### Met3 routing

Drawn at 4 px/um. Cells faint in the background.
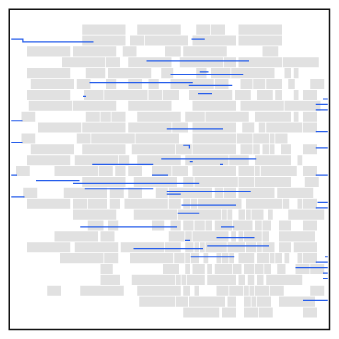
### M1 wires

Drawn at 8 px/um. Supply wires on this layer in grey. Cells faint in the background.
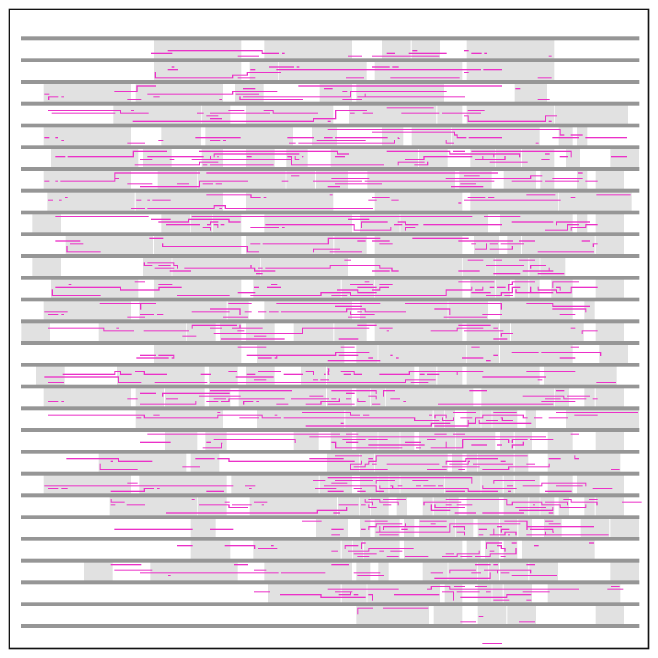
File: config.mk
export PLATFORM = sky130hd
export DESIGN_NAME = sync_fifo_flags
export DESIGN_NICKNAME = d
export VERILOG_FILES = /design/src/rtl/sync_fifo_flags.sv
export SDC_FILE = /design/constraint.sdc
export NUM_CORES = 1
export LEC_CHECK = 0
export ABC_CLOCK_PERIOD_IN_PS = 5450
export CORE_UTILIZATION = 56
export CTS_CLUSTER_DIAMETER = 60
export DETAILED_ROUTE_END_ITERATION = 7
export GPL_TIMING_DRIVEN = 1
export PLACE_DENSITY = 0.85
export SYNTH_ARGS = -nofsm -noshare
export SYNTH_HDL_FRONTEND = slang
export SYNTH_SLANG_ARGS = --single-unit
File: constraint.sdc
create_clock -name clk -period 5.45 [get_ports clk]
set_input_delay 0.545 -clock clk [delete_from_list [all_inputs] [get_ports clk]]
set_output_delay 0.545 -clock clk [all_outputs]
set_load 0.02 [all_outputs]
File: src/rtl/sync_fifo_flags.sv
// Single-clock FIFO with count, almost-full/empty flags and registered overflow/underflow pulses.
// Define SYNC_FIFO_FWFT_EN for first-word-fall-through; the default build has a 1-cycle registered read.
module sync_fifo_flags #(
  parameter int DATA_WIDTH = 8,
  parameter int DEPTH      = 8,
  parameter int AF_LEVEL   = DEPTH - 2,
  parameter int AE_LEVEL   = 2
) (
  input  logic                     clk,
  input  logic                     rst_n,
  input  logic                     wr_en,
  input  logic [DATA_WIDTH-1:0]    din,
  input  logic                     rd_en,
  output logic [DATA_WIDTH-1:0]    dout,
  output logic                     full,
  output logic                     empty,
  output logic                     almost_full,
  output logic                     almost_empty,
  output logic [$clog2(DEPTH):0]   count,
  output logic                     overflow,
  output logic                     underflow
);

  localparam int AW = $clog2(DEPTH);
  localparam int PW = AW + 1;
  localparam logic [PW-1:0] AF_THR = PW'(AF_LEVEL);
  localparam logic [PW-1:0] AE_THR = PW'(AE_LEVEL);

  logic [DATA_WIDTH-1:0] mem [DEPTH];
  logic [PW-1:0]         wr_ptr;
  logic [PW-1:0]         rd_ptr;
  logic                  wr_acc;
  logic                  rd_acc;

  // The extra MSB on each pointer tells full apart from empty when the low bits match.
  assign empty        = (wr_ptr == rd_ptr);
  assign full         = (wr_ptr[AW-1:0] == rd_ptr[AW-1:0]) && (wr_ptr[AW] != rd_ptr[AW]);
  assign count        = wr_ptr - rd_ptr;
  assign almost_full  = (count >= AF_THR);
  assign almost_empty = (count <= AE_THR);

  assign wr_acc = wr_en && !full;
  assign rd_acc = rd_en && !empty;

  always_ff @(posedge clk or negedge rst_n) begin
    if (!rst_n) begin
      wr_ptr    <= '0;
      rd_ptr    <= '0;
      overflow  <= 1'b0;
      underflow <= 1'b0;
    end else begin
      overflow  <= wr_en && full;
      underflow <= rd_en && empty;
      if (wr_acc) wr_ptr <= wr_ptr + 1'b1;
      if (rd_acc) rd_ptr <= rd_ptr + 1'b1;
    end
  end

  // Storage is deliberately left out of reset.
  always_ff @(posedge clk) begin
    if (wr_acc) mem[wr_ptr[AW-1:0]] <= din;
  end

`ifdef SYNC_FIFO_FWFT_EN
  assign dout = empty ? '0 : mem[rd_ptr[AW-1:0]];
`else
  always_ff @(posedge clk or negedge rst_n) begin
    if (!rst_n)      dout <= '0;
    else if (rd_acc) dout <= mem[rd_ptr[AW-1:0]];
  end
`endif

endmodule

==> run notes <==
Implementation run completed; key figures follow.

Drt:
- The run puts the number of design-rule violations left by the first detailed-router iteration at 124.
- For this run, the detailed router reports a per-instance via density of 5.69.
- The run puts the total via count in the routed design at 1901.
- The first detailed-routing pass took 4 iterations.
- The routed design uses 2820 um of met2 wire.
- The run gives the total length of routed met3 wires as 395 um.
- The run puts the final routed DRC violation total at 0.
- In the per-layer breakdown of the detailed-route log, met1 shows 2610 um.

Pwr:
- The run gives the clock network power as 0.502 mW.
- Per report_power, the Combinational row totals 1.08 mW.
- The run puts the sequential group share of total power at 36.3%.
- Looking at the VDD voltage map, the peak drop is 0.494 mV.
- The final power report lists total power as 2.49 mW.
- The run puts the switching power summed over all nets at 0.918 mW.
- The run puts the total power per unit cell area at 624 nW/um2.
- The run puts the switching share of power at 36.9%.
- The run gives the static leakage as 1.47 nW.
- Ranked by power, first place goes to combinational logic.

Floorplanning:
- The core region is 5680 um2.
- The run puts the floorplan row count at 27.
- The run puts the chip footprint at 6350 um2.
- The run gives the overall die width as 79.7 um.
- The run puts the die height at 79.7 um.
- In this run the count of I/O pins placed on the die edge is 30.
- The run puts the initial core utilization at 59.6%.

Clock tree:
- The run gives the post-CTS clock slew at the launch and capture registers of the worst setup and hold paths as 0.08 ns.
- The run gives the buffer levels on the longest clock path as 2.
- The run puts the clock sink count at 82.
- The run gives the buffer type at the clock tree root as clkbuf_8.
- The run puts the number of H-tree levels at 3.
- CTS added clock buffers totalling 9.
- The number of gates resized after CTS was 0.
- The run puts the insertion delay of the later-clocked pin in the worst-skew pair at 0.35 ns.

Worst hold path:
- STA reports the tightest min-delay check as being of type register to register.
- The run gives the launch instance of the worst min-delay path as dout[5]$_DFFE_PN0P_.
- STA shows the worst min-delay path finishing at dout[5]$_DFFE_PN0P_.
- Counting instances, the worst hold path has a depth of 2.

GRT:
- The run puts the total track usage at 21.6%.
- The run gives the met2 track demand over resource as 31.2%.
- The run puts the maximum number of pins on one net before global-route repair at 37.
- The initial antenna violation count is 0.
- The run gives the global-route wire length before repair as 9590 um.
- The run gives the total global routing overflow as 0.
- The run puts the via count of the first global-routing pass at 1920.
- The global routing report lists met1 layer usage as 29.2%.

Finish:
- The run puts the total of plain and repair buffers excluding clock buffers at 35.
- The run gives the register fraction of the total cell area as 59.5%.
- The run puts the sequential cell count at 82.
- The run puts the final cell count without fillers at 334.
- The run gives the count of antenna diodes in the layout as 0.
- The post-route utilization of the core is recorded as 70.3%.
- The run gives the area added between synthesis and finish as 17.9%.
- Measured on the final layout, the clock distribution area share stands at 5.83%.
- In the final layout, the share of cells above drive strength 1 is 16.4%.
- By instance count after routing, the leading logic cell types are edfxtp_1 (64), clkdlybuf4s50_1 (29), dfrtp_1 (18).
- The run gives the data-path buffer share of cell area in the final layout as 8.41%.
- Counting the inverters off the clock network in the layout gives 9.
- The run gives the total of clock buffers placed in the layout as 9.
- The run gives the layout net count as 275.
- Summing all non-filler instances in the final layout gives an area of 3990 um2.
- The run gives the area occupied by registers as 2370 um2.
- The run puts the count of multi-input combinational gates at 120.
- The run puts the combinational share of cell area at 23.2%.

Logic synthesis:
- The run puts the adder-cell share of the synthesized area at 2.44%.
- After synthesis, the chip area reported by Yosys is 3380 um2.
- The run gives the fraction of synthesized cell area taken by the top area cell type as 56.8%.
- Synthesis produced 218 cells.
- Of all cell types, the one taking the most synthesized area is edfxtp_1.
- The run puts the proportion of synthesized area in mux cells at 10.5%.
- After synthesis, the largest family of logic cells by area is multiplexers.
- After synthesis, the cell types taking the most area are edfxtp_1 (57%), dfrtp_1 (13%), mux2_2 (5.3%).
- In the Yosys report the total cell count is 218.
- The run gives the area fraction in compound gates as 6.77%.
- The run gives the area of the mapped netlist as 3380 um2.
- The synthesis stat section lists a flop and latch total of 82.
- Summing the areas of all xor and xnor instances in the mapped netlist gives 2.55% of the synthesized area.
- The run gives the post-synthesis sequential area ratio as 70.1%.
- The run gives the simple-gate area share of the yosys netlist as 5.07%.
- Counting every net in the synthesized netlist gives 236.
- The run puts the average instance area after synthesis at 15.5 um2.

Timing:
- The run puts the headroom to the max-slew limit at 44.4%.
- The run gives the hold violation count in the final report as 0.
- The run gives the final setup TNS as 0 ns.
- The run gives the final worst hold slack as 0.483 ns.
- Of the available clock period, the critical path in the final layout requires 60.0%.
- Setup repair after global routing left no endpoint under its margin.

Setup path:
- Per the STA report, the cell with the highest stage delay on the worst path is clkdlybuf4s50_1.
- The run gives the path type of the worst setup path as register to output pin.
- The run puts the register-to-register setup slack at 2.84 ns.
- In this run the worst setup path begins at rd_ptr[0]$_DFFE_PN0P_.
- Logic depth along the worst register-to-register path is recorded as 5.
- The worst register-to-register path begins at rd_ptr[0]$_DFFE_PN0P_.
- The run gives the endpoint of the lowest-slack register-to-register path as mem[5][5]$_DFFE_PP_.
- The worst setup path is launched from a register.
- The run gives the stage delay of the slowest cell on the critical path as 0.59 ns.
- The signal on the critical path passes through buf_4 -> ha_1 -> fa_1 -> xnor2_1 -> a21oi_1 -> o21a_1 -> clkdlybuf4s50_1.
- STA puts the critical path data arrival time at 2.72 ns.
- The worst setup path is captured at an output pin.
- The run gives the endpoint of the most critical setup path as almost_empty.

Placement:
- Including well taps, the total number of placed cells is 318.
- The run gives the tally of buffers added on design ports as 29.
- The run gives the detailed-placement wirelength estimate as 3900 um.
- The run gives the setup slack at placement as 2.55 ns.
- The run gives the placed standard-cell area as 3760 um2.
- The run gives the final weighted congestion of routability-driven global placement as 0.773.

Run status:
- The run finished with clean final reports.

Run:
- The run gives the tool warning count as 26.
About 'Met3 routing':
main direction: horizontal
longest straight run: 31.3 um
wire length on this layer: 395 um
Routed Wire Length: 5930 um
met3 routing resource usage after global routing: 5.03%

About 'M1 wires':
main direction: horizontal
nets with wire on the layer: 245
longest straight run: 36.3 um

[cell families (layout without fill, tap and decap cells)]
| logic type | count (synthesis) | after routing |
|---|---|---|
| xor+xnor | 9 | 9 |
| buf+inv | 16 | 60 |
| fa+ha+maj | 6 | 6 |
| simple gates | 38 | 38 |
| flops | 82 | 82 |
| mux | 33 | 33 |
| compound gates | 34 | 34 |
[flip-flops by register name, summed over array words and instances (netlist names)]
signal and count:
overflow 1, underflow 1, wr_ptr 4, mem 64, dout 8, rd_ptr 4
[synth_stat cells (all sizes together)]
cell type	count
edfxtp	64
dfrtp	18
mux2	17
mux2i	16
nand2	16
o21ai	13
inv	9
nor2	9
a22oi	8
o221ai	8
buf	7
xnor2	6
ha	5
nor3	5
a21oi	3
and3	3
xor2	3
nand3	2
nor2b	2
fa	1
nor4	1
o211ai	1
o21a	1
Power figures rest on the tool's default switching activity, not on a simulated workload.
